## src/rtl/keypad_pkg.sv

```systemverilog
// ---------------------------------------------------------------------------
// keypad_pkg
// Shared definitions for the 4x4 keypad scanner: the scanner FSM state type,
// the (row, column) -> hex code key map, the column strobe patterns and a
// helper that picks the lowest-index active-low row.
// ---------------------------------------------------------------------------
package keypad_pkg;

    typedef enum logic [1:0] {
        SCAN     = 2'd0,
        DEBOUNCE = 2'd1,
        HELD     = 2'd2
    } scan_state_t;

    // Indexed by {row_index, column_index}; '*' reads as E and '#' as F.
    localparam logic [3:0] KEY_MAP [0:15] = '{
        4'h1, 4'h2, 4'h3, 4'hA,
        4'h4, 4'h5, 4'h6, 4'hB,
        4'h7, 4'h8, 4'h9, 4'hC,
        4'hE, 4'h0, 4'hF, 4'hD
    };

    // One column driven low at a time, indexed by column number.
    localparam logic [3:0] COL_STROBE [0:3] = '{
        4'b1110, 4'b1101, 4'b1011, 4'b0111
    };

    // Several rows may be low at once (chorded keys); the lowest index wins.
    function automatic logic [1:0] lowest_low_row(input logic [3:0] rows);
        logic [1:0] idx;
        idx = 2'd0;
        for (int i = 3; i >= 0; i--) begin
            if (!rows[i]) begin
                idx = 2'(i);
            end
        end
        return idx;
    endfunction

endpackage

```

## src/rtl/keypad_scanner_tick_gen.sv

```systemverilog
// ---------------------------------------------------------------------------
// tick_gen
// Free-running divider producing a one-clock scan tick every SCAN_DIV clocks.
// Ports:
//   clk     - system clock, rising edge
//   reset_n - asynchronous active-low reset, clears the divider
//   tick    - high for the one cycle the divider sits at SCAN_DIV-1
// ---------------------------------------------------------------------------
module tick_gen #(
    parameter int SCAN_DIV = 100_000
) (
    input  logic clk,
    input  logic reset_n,
    output logic tick
);

    localparam int            DIV_W    = $clog2(SCAN_DIV);
    localparam logic [DIV_W-1:0] DIV_LAST = DIV_W'(SCAN_DIV - 1);

    logic [DIV_W-1:0] div_q;
    logic [DIV_W-1:0] div_d;

    // The tick is decoded straight from the counter so that it lines up
    // with the cycle in which the divider wraps back to zero.
    always_comb begin
        tick  = (div_q == DIV_LAST);
        div_d = tick ? '0 : div_q + DIV_W'(1);
    end

    always_ff @(posedge clk or negedge reset_n) begin
        if (!reset_n) begin
            div_q <= '0;
        end else begin
            div_q <= div_d;
        end
    end

endmodule

```

## src/rtl/keypad_scanner.sv

```systemverilog
// ---------------------------------------------------------------------------
// keypad_scanner
// Scans a 4x4 active-low matrix keypad, debounces presses and releases on
// scan ticks, reports each debounced key once and shifts decimal keys into a
// four-digit BCD entry register ('*' clears it).
// Ports:
//   clk       - system clock, rising edge
//   reset_n   - asynchronous active-low reset
//   row       - keypad rows, active-low, asynchronous, pulled up
//   col       - column strobe, one bit low at a time
//   key_code  - hex code of the last debounced key
//   key_valid - one-clock pulse per debounced press
//   key_held  - high while the debounced key stays pressed
//   digits    - four packed BCD digits, [3:0] least significant
// ---------------------------------------------------------------------------
module keypad_scanner
    import keypad_pkg::*;
#(
    parameter int SCAN_DIV       = 100_000,
    parameter int DEBOUNCE_TICKS = 4
) (
    input  logic        clk,
    input  logic        reset_n,
    input  logic [3:0]  row,
    output logic [3:0]  col,
    output logic [3:0]  key_code,
    output logic        key_valid,
    output logic        key_held,
    output logic [15:0] digits
);

    localparam int               CNT_W    = $clog2(DEBOUNCE_TICKS + 1);
    localparam logic [CNT_W-1:0] CNT_DONE = CNT_W'(DEBOUNCE_TICKS);

    logic             tick;
    logic [3:0]       sync1_q;
    logic [3:0]       sync2_q;
    scan_state_t      state_q,     state_d;
    logic [1:0]       col_idx_q,   col_idx_d;
    logic [1:0]       row_idx_q,   row_idx_d;
    logic [CNT_W-1:0] count_q,     count_d;
    logic [CNT_W-1:0] count_inc;
    logic [3:0]       col_q,       col_d;
    logic [3:0]       key_code_q,  key_code_d;
    logic             key_valid_q, key_valid_d;
    logic             key_held_q,  key_held_d;
    logic [15:0]      digits_q,    digits_d;
    logic             any_low;
    logic             latched_low;
    logic             emit;

    tick_gen #(
        .SCAN_DIV (SCAN_DIV)
    ) u_tick_gen (
        .clk     (clk),
        .reset_n (reset_n),
        .tick    (tick)
    );

    // Rows come straight off the keypad, so they are resynchronised before
    // any decision looks at them; idle (pulled-up) is all ones.
    always_ff @(posedge clk or negedge reset_n) begin
        if (!reset_n) begin
            sync1_q <= 4'hF;
            sync2_q <= 4'hF;
        end else begin
            sync1_q <= row;
            sync2_q <= sync1_q;
        end
    end

    // Next-state logic. The FSM only moves on scan ticks; between ticks
    // every register holds except the key_valid pulse, which drops.
    // The count is reused: press confirmations in DEBOUNCE and consecutive
    // release samples in HELD.
    always_comb begin
        any_low     = (sync2_q != 4'hF);
        latched_low = ~sync2_q[row_idx_q];
        count_inc   = count_q + CNT_W'(1);

        state_d     = state_q;
        col_idx_d   = col_idx_q;
        row_idx_d   = row_idx_q;
        count_d     = count_q;
        key_code_d  = key_code_q;
        key_valid_d = 1'b0;
        digits_d    = digits_q;
        emit        = 1'b0;

        if (tick) begin
            unique case (state_q)
                SCAN: begin
                    if (any_low) begin
                        row_idx_d = lowest_low_row(sync2_q);
                        if (CNT_DONE == CNT_W'(1)) begin
                            emit    = 1'b1;
                            state_d = HELD;
                            count_d = '0;
                        end else begin
                            state_d = DEBOUNCE;
                            count_d = CNT_W'(1);
                        end
                    end else begin
                        col_idx_d = col_idx_q + 2'd1;
                    end
                end
                DEBOUNCE: begin
                    if (latched_low) begin
                        if (count_inc == CNT_DONE) begin
                            emit    = 1'b1;
                            state_d = HELD;
                            count_d = '0;
                        end else begin
                            count_d = count_inc;
                        end
                    end else begin
                        state_d = SCAN;
                        count_d = '0;
                    end
                end
                HELD: begin
                    if (latched_low) begin
                        count_d = '0;
                    end else if (count_inc == CNT_DONE) begin
                        state_d = SCAN;
                        count_d = '0;
                    end else begin
                        count_d = count_inc;
                    end
                end
                default: begin
                    state_d = SCAN;
                    count_d = '0;
                end
            endcase
        end

        // The code and the digit shift are computed from the row just
        // latched so a single-tick debounce reports the right key.
        if (emit) begin
            key_code_d  = KEY_MAP[{row_idx_d, col_idx_q}];
            key_valid_d = 1'b1;
            if (key_code_d <= 4'h9) begin
                digits_d = {digits_q[11:0], key_code_d};
            end else if (key_code_d == 4'hE) begin
                digits_d = 16'h0000;
            end
        end

        key_held_d = (state_d == HELD);
        col_d      = COL_STROBE[col_idx_d];
    end

    // State and registered outputs; a reset anywhere simply drops the
    // pending key, so no key_valid can escape from an aborted press.
    always_ff @(posedge clk or negedge reset_n) begin
        if (!reset_n) begin
            state_q     <= SCAN;
            col_idx_q   <= 2'd0;
            row_idx_q   <= 2'd0;
            count_q     <= '0;
            col_q       <= 4'b1110;
            key_code_q  <= 4'h0;
            key_valid_q <= 1'b0;
            key_held_q  <= 1'b0;
            digits_q    <= 16'h0000;
        end else begin
            state_q     <= state_d;
            col_idx_q   <= col_idx_d;
            row_idx_q   <= row_idx_d;
            count_q     <= count_d;
            col_q       <= col_d;
            key_code_q  <= key_code_d;
            key_valid_q <= key_valid_d;
            key_held_q  <= key_held_d;
            digits_q    <= digits_d;
        end
    end

    assign col       = col_q;
    assign key_code  = key_code_q;
    assign key_valid = key_valid_q;
    assign key_held  = key_held_q;
    assign digits    = digits_q;

endmodule

```

## config.mk

```make
export PLATFORM = sky130hd
export DESIGN_NAME = keypad_scanner
export DESIGN_NICKNAME = d
export VERILOG_FILES = /design/src/rtl/keypad_pkg.sv /design/src/rtl/keypad_scanner_tick_gen.sv /design/src/rtl/keypad_scanner.sv
export SDC_FILE = /design/constraint.sdc
export NUM_CORES = 1
export LEC_CHECK = 0
export CAP_MARGIN = 0
export CORE_UTILIZATION = 25
export CTS_CLUSTER_SIZE = 20
export DETAILED_ROUTE_END_ITERATION = 12
export GPL_TIMING_DRIVEN = 1
export PLACE_DENSITY = 0.51
export SKIP_LAST_GASP = 1
export SLEW_MARGIN = 20
export SYNTH_ARGS = -nofsm -noshare
export SYNTH_HDL_FRONTEND = slang
export SYNTH_SLANG_ARGS = --single-unit
```

## constraint.sdc

```tcl
create_clock -name clk -period 3.7 [get_ports clk]
set_input_delay 0.74 -clock clk [delete_from_list [all_inputs] [get_ports clk]]
set_output_delay 0.74 -clock clk [all_outputs]
set_load 0.1 [all_outputs]
```

==> run_results.csv <==
group,metric,value,unit
outcome,outcome,"completed",
die,nWellTaps,143,
power_and_ir_drop,clockPowerShare,0.567,
cells_and_area,buffers,34,
hold_path,hold_end,"sync2_q[1]",
cells_and_area,final_cells,450,
cells_and_area,antennaDiodeCount,0,
cells_and_area,regArea,0.001515,mm2
cells_and_area,fin_nets,315,
critical_path,crit_arrival,3.27,ns
cells_and_area,largestClassByArea,"sequential cells",
final_timing,fin_worst_skew,0.007647,ns
logic_synthesis,yosys_warnings,0,
logic_synthesis,netlist_area,0.002923,mm2
power_and_ir_drop,power.switching,0.3293,mW
global_routing,grt_pass1_vias,2039,
final_timing,fin_setup_tns,0,ns
routing,remaining_drc_errors,0,
cells_and_area,comb_share,0.3528,
global_routing,overflow,0,
cells_and_area,nClkBuffers,9,
[worst max-delay path: stages (launching register included)]
cell	delay, ns
dfrtp_1	0.39
ha_1	0.23
and4_1	0.33
and4_1	0.43
nand3_4	0.15
nand2_4	0.13
inv_4	0.05
o32ai_4	0.40
o21ai_2	0.14
o21ai_2	0.47
a22o_1	0.22
[cell usage after synthesis (2+ instances only)]
library cell / instances
a21o_1: 3
a21oi_1: 6
a22o_1: 15
a311oi_1: 2
a31oi_1: 4
and2_1: 2
and3_1: 2
and4_1: 3
buf_6: 3
clkbuf_1: 2
dfrtp_1: 49
dfstp_2: 11
ha_1: 7
inv_1: 12
nand2_1: 25
nand2b_1: 2
nand3_1: 11
nand4_1: 7
nor2_1: 21
nor3_1: 4
nor4b_4: 2
nor4bb_1: 2
o211ai_1: 2
o21a_1: 2
o21ai_0: 16
o21ai_2: 2
or3_1: 3
xnor2_1: 7
xor2_1: 9
[kinds of logic after synthesis]
logic type / after synthesis / share of synthesized area
XOR/XNOR: 16 / 0.04795
multiplexers: 2 / 0.01113
AND/OR/NAND/NOR: 97 / 0.1939
adder cells (fa/ha/maj): 7 / 0.02996
AND-OR/OR-AND: 62 / 0.1644
flip-flops: 60 / 0.5184
buffers and inverters: 19 / 0.03425
[state kept, by name (all words and copies together) (netlist names)]
name              cells
col                   4
col_idx_q             2
count_q               3
digits               16
key_code              4
key_held              1
key_valid             1
row_idx_q             2
state_q               2
sync1_q               4
sync2_q               4
u_tick_gen.div_q     17
[how the worst max path moves through the flow]
stage                      end  slack, ns
floorplan            digits[5]       1.08
global placement    digits[14]       0.80
detailed placement  digits[15]       0.68
CTS                 digits[12]       0.67
global route         digits[7]       0.39
finish              digits[12]       0.69
Congestion heat map:
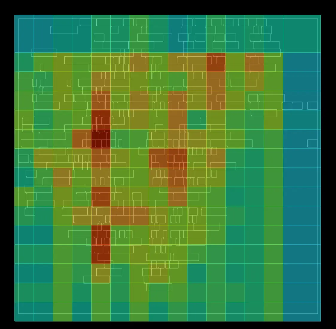
M2 GR Usage: 0.1616
Final Util: 0.3246
met3 Use GR: 0.03175
Routed wire per std cell: 13.19 um
busiest grt layer: met2

Where the registers sit:
Other sequential cells in the stronger gray, the rest of the logic in the fainter gray.
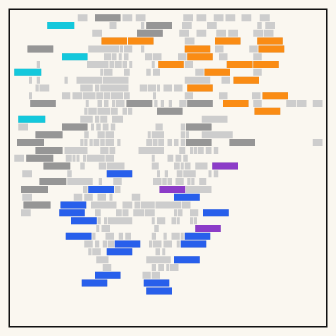
purple -> count_q  # placed flops 3
orange -> digits  # placed flops 16
blue -> u_tick_gen.div_q  # placed flops 17
cyan -> col  # placed flops 4, where upper left

Pin placement:
Pins as bars across the die edge, other pins in gray.
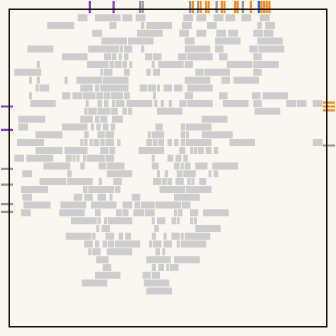
orange -> digits  # pins 16, direction output, edge 13 top, 3 right
blue -> reset_n  # pins 1, direction input, edge top
purple -> col  # pins 4, direction output, edge 2 top, 2 left
# port buffers: 31
Die Ht: 110.1 um
Die X: 110.1 um

